Figure 1. Power grid (run 1).
The bar under the picture is 50 um long. Pins as bars on the die edge. Tap cells in grey.
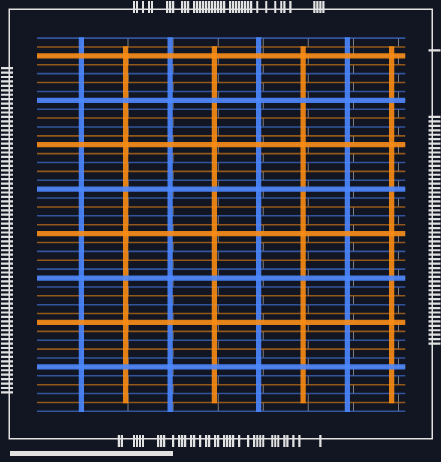
Figure 2. Placement by cell class (run 1).
The bar under the picture is 50 um long.
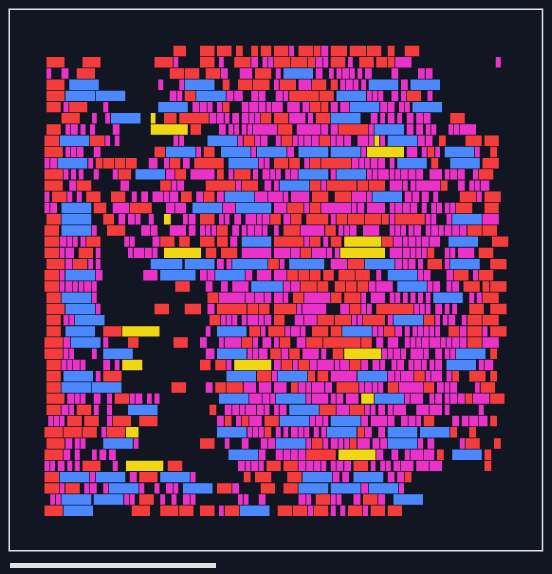
Figure 3. Routed clock nets over the placement (run 1).
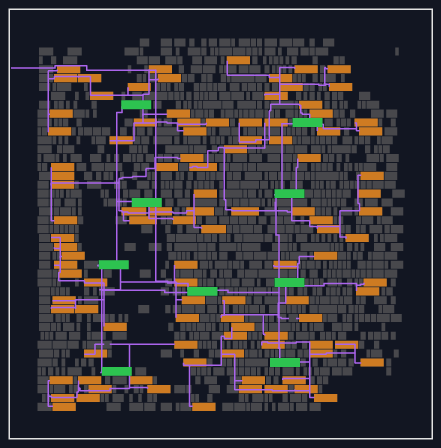
[src/rtl/mau_pkg.sv]
// Shared encodings and helpers for the memory access unit.
package mau_pkg;

    localparam logic [1:0] SZ_BYTE = 2'b00;
    localparam logic [1:0] SZ_HALF = 2'b01;
    localparam logic [1:0] SZ_WORD = 2'b10;
    localparam logic [1:0] SZ_RSVD = 2'b11;

    typedef enum logic [2:0] {
        IDLE = 3'd0,
        RD   = 3'd1,
        WAIT = 3'd2,
        WR   = 3'd3,
        RESP = 3'd4
    } state_t;

    // True when the access does not sit on its natural boundary; reserved size always trips.
    function automatic logic is_misaligned(input logic [1:0] size, input logic [1:0] addr_lo);
        logic bad;
        case (size)
            SZ_BYTE: bad = 1'b0;
            SZ_HALF: bad = addr_lo[0];
            SZ_WORD: bad = (addr_lo != 2'b00);
            default: bad = 1'b1;
        endcase
        return bad;
    endfunction

endpackage

[src/rtl/mau_lane_align.sv]
// Combinational lane steering: load extract/extend and sub-word store merge.
// Half accesses pick their lane from addr_lo[1] only, so a misaligned half
// (when alignment checking is off) lands on the aligned half of the word.
module mau_lane_align
    import mau_pkg::*;
(
    input  logic [1:0]  size,
    input  logic        is_signed,
    input  logic [1:0]  addr_lo,
    input  logic [31:0] word,
    input  logic [31:0] wdata,
    output logic [31:0] load_data,
    output logic [31:0] store_word
);

    logic [7:0]  byte_sel;
    logic [15:0] half_sel;
    logic [3:0]  lane_hit;

    // Pick the addressed lane out of the read word and extend it to 32 bits.
    always_comb begin
        byte_sel  = word[8*addr_lo +: 8];
        half_sel  = word[16*addr_lo[1] +: 16];
        load_data = word;
        case (size)
            SZ_BYTE: load_data = {{24{is_signed & byte_sel[7]}}, byte_sel};
            SZ_HALF: load_data = {{16{is_signed & half_sel[15]}}, half_sel};
            default: load_data = word;
        endcase
    end

    // Each byte lane takes store data when the access covers it, else keeps the old word.
    for (genvar gi = 0; gi < 4; gi++) begin : g_lane
        assign lane_hit[gi] = (size == SZ_WORD)
                            | ((size == SZ_BYTE) & (addr_lo == 2'(gi)))
                            | ((size == SZ_HALF) & (addr_lo[1] == 1'(gi / 2)));

        assign store_word[8*gi +: 8] = !lane_hit[gi]     ? word[8*gi +: 8]
                                     : (size == SZ_BYTE) ? wdata[7:0]
                                     : (size == SZ_HALF) ? wdata[8*(gi % 2) +: 8]
                                     :                     wdata[8*gi +: 8];
    end

endmodule

[src/rtl/mem_access_unit.sv]
// Load/store sequencer between the MEM stage and a word-wide syncram without
// byte enables. Sub-word stores are done as read-modify-write.
module mem_access_unit
    import mau_pkg::*;
#(
    parameter int ADDR_W         = 32,
    parameter bit MISALIGN_CHECK = 1'b1,
    parameter bit ZERO_ON_ERR    = 1'b1
) (
    input  logic              clk,
    input  logic              rst_n,
    input  logic              req_valid,
    output logic              req_ready,
    input  logic              req_we,
    input  logic [1:0]        req_size,
    input  logic              req_signed,
    input  logic [ADDR_W-1:0] req_addr,
    input  logic [31:0]       req_wdata,
    output logic              resp_valid,
    output logic [31:0]       resp_rdata,
    output logic              resp_err,
    output logic              mem_cs,
    output logic              mem_oe,
    output logic              mem_we,
    output logic [ADDR_W-1:0] mem_addr,
    output logic [31:0]       mem_din,
    input  logic [31:0]       mem_dout
);

    state_t            state_reg, state_next;
    logic              we_reg;
    logic [1:0]        size_reg;
    logic              signed_reg;
    logic [ADDR_W-1:0] addr_reg;
    logic [31:0]       wdata_reg;
    logic              err_reg;
    logic [31:0]       data_q;

    logic              accept;
    logic              req_err;
    logic [31:0]       load_data;
    logic [31:0]       store_word;

    assign req_ready = (state_reg == IDLE) & rst_n;
    assign accept    = req_valid & req_ready;

    // Reserved size is an error regardless of the alignment check setting.
    assign req_err = (req_size == SZ_RSVD)
                   | (MISALIGN_CHECK & is_misaligned(req_size, req_addr[1:0]));

    mau_lane_align u_align (
        .size       (size_reg),
        .is_signed  (signed_reg),
        .addr_lo    (addr_reg[1:0]),
        .word       (data_q),
        .wdata      (wdata_reg),
        .load_data  (load_data),
        .store_word (store_word)
    );

    // State register.
    always_ff @(posedge clk) begin
        if (!rst_n) begin
            state_reg <= IDLE;
        end else begin
            state_reg <= state_next;
        end
    end

    // Request capture at accept and read-data capture in WAIT.
    always_ff @(posedge clk) begin
        if (!rst_n) begin
            we_reg     <= 1'b0;
            size_reg   <= SZ_BYTE;
            signed_reg <= 1'b0;
            addr_reg   <= '0;
            wdata_reg  <= '0;
            err_reg    <= 1'b0;
            data_q     <= '0;
        end else begin
            if (accept) begin
                we_reg     <= req_we;
                size_reg   <= req_size;
                signed_reg <= req_signed;
                addr_reg   <= req_addr;
                wdata_reg  <= req_wdata;
                err_reg    <= req_err;
            end
            if (state_reg == WAIT) begin
                data_q <= mem_dout;
            end
        end
    end

    // Next-state decode; word stores skip the read, errors skip memory entirely.
    always_comb begin
        state_next = state_reg;
        case (state_reg)
            IDLE: begin
                if (accept) begin
                    if (req_err)                             state_next = RESP;
                    else if (!req_we || req_size != SZ_WORD) state_next = RD;
                    else                                     state_next = WR;
                end
            end
            RD:      state_next = WAIT;
            WAIT:    state_next = we_reg ? WR : RESP;
            WR:      state_next = RESP;
            RESP:    state_next = IDLE;
            default: state_next = IDLE;
        endcase
    end

    // Moore outputs; everything is held at zero while rst_n is low.
    always_comb begin
        mem_cs     = 1'b0;
        mem_oe     = 1'b0;
        mem_we     = 1'b0;
        mem_addr   = '0;
        mem_din    = '0;
        resp_valid = 1'b0;
        resp_err   = 1'b0;
        resp_rdata = '0;
        if (rst_n) begin
            case (state_reg)
                RD: begin
                    mem_cs   = 1'b1;
                    mem_oe   = 1'b1;
                    mem_addr = {addr_reg[ADDR_W-1:2], 2'b00};
                end
                WR: begin
                    mem_cs   = 1'b1;
                    mem_we   = 1'b1;
                    mem_addr = {addr_reg[ADDR_W-1:2], 2'b00};
                    mem_din  = store_word;
                end
                RESP: begin
                    resp_valid = 1'b1;
                    resp_err   = err_reg;
                    if (err_reg)      resp_rdata = ZERO_ON_ERR ? 32'd0 : load_data;
                    else if (!we_reg) resp_rdata = load_data;
                end
                default: ;
            endcase
        end
    end

endmodule

[config.mk]
export PLATFORM = sky130hd
export DESIGN_NAME = mem_access_unit
export DESIGN_NICKNAME = d
export VERILOG_FILES = /design/src/rtl/mau_pkg.sv /design/src/rtl/mau_lane_align.sv /design/src/rtl/mem_access_unit.sv
export SDC_FILE = /design/constraint.sdc
export NUM_CORES = 1
export LEC_CHECK = 0
export ABC_AREA = 1
export CAP_MARGIN = 30
export CORE_AREA = 8 8 121 123
export DETAILED_ROUTE_END_ITERATION = 12
export DIE_AREA = 0 0 129 131
export HOLD_SLACK_MARGIN = 0.12
export PLACE_DENSITY = 0.89
export REMOVE_ABC_BUFFERS = 1
export SYNTH_ARGS = -nofsm -noshare
export SYNTH_HDL_FRONTEND = slang
export SYNTH_SLANG_ARGS = --single-unit
[constraint.sdc]
create_clock -name clk -period 1.8 [get_ports clk]
set_input_delay 0.18 -clock clk [delete_from_list [all_inputs] [get_ports clk]]
set_output_delay 0.18 -clock clk [all_outputs]
set_load 0.01 [all_outputs]
==> results_slide.txt, run 1 <==
Flow Results at a Glance

Run status
  • Outcome: finished, violations left
  • Failing checks: setup timing

Place
  • Dpl cells: 1,266
  • Port bufs: 202
  • Place WS: -399 ps
  • DPL Wire Length: 15,600 um
  • DP Area: 0.00816 mm2
  • GPL Wtd Cong: 0.890

Synthesis
  • Synth async-reset ratio: 0%
  • Ys cells: 868
  • Mux area share: 0%
  • Largest family of logic cells by area: simple AND/OR/NAND/NOR gates
  • Yosys warning count: 0
  • Yosys top cell by area: dfxtp_1
  • Max-area cell share: 37.3%
  • Post-Syn Instances: 868
  • XORs/XNORs by Area: 0%
  • Top cells, area: dfxtp_1, nand2_1, o21ai_0
  • Post-synth EDFFs: 0
  • Fa+ha+maj area frac: 0%

Cells and area
  • Non-clk invs: 72
  • Share of layout cells above drive strength 1: 26.4%
  • Comb area share: 35.3%
  • Fin cells: 1,318
  • Clock buffers: 12
  • Layout Nets: 1,240
  • Clock-cell share: 3.23%
  • Non-clk bufs: 318
  • Ant. Diodes: 0

Clocking
  • Root buf cell: clkbuf_16
  • H-tree levels: 3
  • TritonCTS clock tree: yes
  • Post-cts sizing count: 309
  • Clk slew on worst S/H paths: 70 ps
  • Deepest clock path buffer count: 2

Final timing
  • RSZ-0062 raised after global routing: true
  • Final worst-path setup slack: -357 ps
  • Finish-stage setup viols: 65

Critical path
  • Crit. path cell count: 11
  • FF-to-FF End: addr_reg[6]
  • Critical Setup Path Class: register to output port
  • CP Max Fanout: 8
  • Reg2reg start: state_reg[2]
  • Req. time, crit path: 1620 ps

Power
  • Flop pwr share: 40.5%
  • Logic pwr share: 27.4%
  • Net Sw Power: 1.96 mW

Run
  • Max_cap viols: 0
  • OpenROAD warnings: 27

Global route
  • Global-route met3 utilization: 9.05%
  • Largest net degree at the start of global routing: 65
  • Met1 usage: 28.2%
  • GRT met2 Usage: 43.4%

Detailed routing
  • Vias: 7,305
  • Drt wl/cell: 18.7 um
  • Drc violations: 0

Die
  • Chip area: 0.0169 mm2
  • Io pins: 205
  • N_taps: 176
-- Figure 1 (at the start) --
[blue] VSS
[orange] VDD
signal pins: 205
met5 straps: 8
met1 rails: 43
Die W: 129 um
peak supply drop: 0.000467 V
core box area: 0.0129 mm2
Die Ht: 131 um

-- Figure 2 (at the start) --
[blue] flops | cells: 104 | share of their area: 23%
[yellow] clock drivers and dummy loads | cells: 16 | share of their area: 3.3%
[magenta] combinational and other logic | cells: 704 | share of their area: 39%
[red] other buffers and delay cells | cells: 318 | share of their area: 34%
Finished Cell Area: 0.00925 mm2
Final Util: 71.8%
fraction of area in registers: 22.7%
num rows: 42

-- Figure 3 (at the start) --
[purple] clock wires | length: 1,370 um
[orange] flip-flops | count: 104
[green] clock drivers | count: 9
flops lie: widely spread
routed clock nets: 10

--- run 2 (diff from run 1) ---
- CORE_AREA: 8 8 121 123 -> 2 2 130 132
- DIE_AREA: 0 0 129 131 -> 0 0 132 134
- PLACE_DENSITY: 0.89 -> 0.73
- REMOVE_ABC_BUFFERS: 1 -> unset
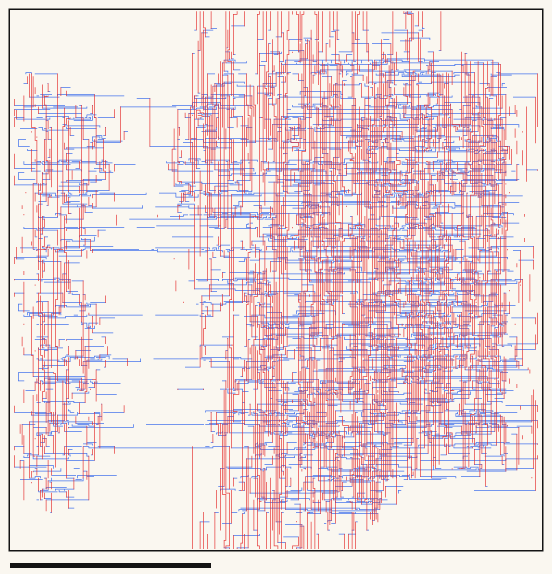
Figure 4: run 2, wiring by layer.
The bar under the picture is 50 um long. Only two layers are drawn.
[blue] metal 1 | wire length: 8,810 um
[red] metal 2 | wire length: 12,000 um
GRT Util Overall: 25.1%
drt total wl: 25,300 um
vias: 7,403
drt wl/cell: 18.1 um

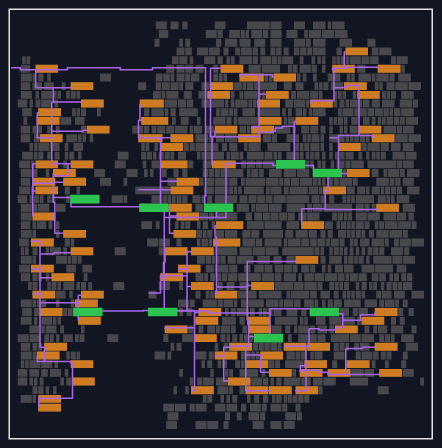
Figure 5: run 2, routed clock nets over the placement.
Clk pwr share: 30.4%
clock skew: 13.3 ps
Insertion Delay late pin: 350 ps

==> results_slide.txt, run 2 <==
Flow Results at a Glance

Die
  • Die W: 132 um
  • Num rows: 47
  • Die Ht: 134 um
  • Chip area: 0.0177 mm2
  • Core box area: 0.0163 mm2
  • N_taps: 220

Synthesis
  • Post-Syn Instances: 868
  • Max-area cell share: 37.3%
  • Top cells, area: dfxtp_1, nand2_1, o21ai_0
  • Yosys top cell by area: dfxtp_1
  • Largest family of logic cells by area: simple AND/OR/NAND/NOR gates
  • Post-synth EDFFs: 0
  • Yosys warning count: 0
  • XORs/XNORs by Area: 0%
  • Fa+ha+maj area frac: 0%

Place
  • Place WS: -335 ps
  • GPL Wtd Cong: 0.947
  • DP Area: 0.00829 mm2
  • Dpl cells: 1,313
  • DPL Wire Length: 15,600 um

Run
  • OpenROAD warnings: 28
  • Max_cap viols: 0

Critical path
  • Crit. path cell count: 10
  • FF-to-FF End: wdata_reg[28]
  • Critical Setup Path Class: register to output port
  • Reg2reg start: state_reg[2]
  • Req. time, crit path: 1620 ps
  • CP Max Fanout: 6

Hold path
  • Hold path depth: 4
  • Endpoint, Worst Hold: data_q[13]

Final timing
  • Finish-stage setup viols: 65
  • RSZ-0062 raised after global routing: true
  • Final worst-path setup slack: -406 ps

Clocking
  • Post-cts sizing count: 457
  • TritonCTS clock tree: yes
  • Deepest clock path buffer count: 2
  • Root buf cell: clkbuf_16
  • H-tree levels: 3
  • Clk slew on worst S/H paths: 70 ps

Cells and area
  • Non-clk invs: 72
  • Share of layout cells above drive strength 1: 34.1%
  • Finished Cell Area: 0.00992 mm2
  • Ant. Diodes: 0
  • Layout Nets: 1,280
  • Clock buffers: 11
  • Final Util: 60.9%
  • Fraction of area in registers: 21.2%
  • Comb area share: 35.8%
  • Clock-cell share: 2.98%
  • Multi-input combinational cell count: 633
  • Non-clk bufs: 357

Global route
  • GRT met2 Usage: 43.6%
  • Global-route met3 utilization: 8.09%
  • Met1 usage: 27.8%
  • Largest net degree at the start of global routing: 74
  • Congestion Overflow GR: 0

Detailed routing
  • Drc violations: 0

Run status
  • Outcome: finished, violations left
  • Failing checks: setup timing

Power
  • Clock group power: 2.00 mW
  • Net Sw Power: 2.02 mW
  • Logic pwr share: 30.3%
  • Peak supply drop: 0.000558 V
  • Flop pwr share: 39.3%
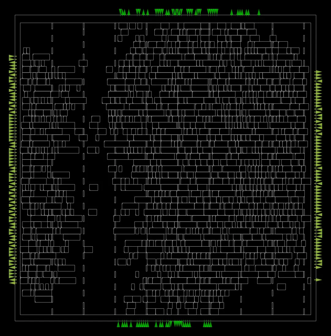
Figure 6: run 2, cell placement.
fin cells: 1,400
fill count: 1,365

No activity file was given, so power comes from the tool's default toggle rates.
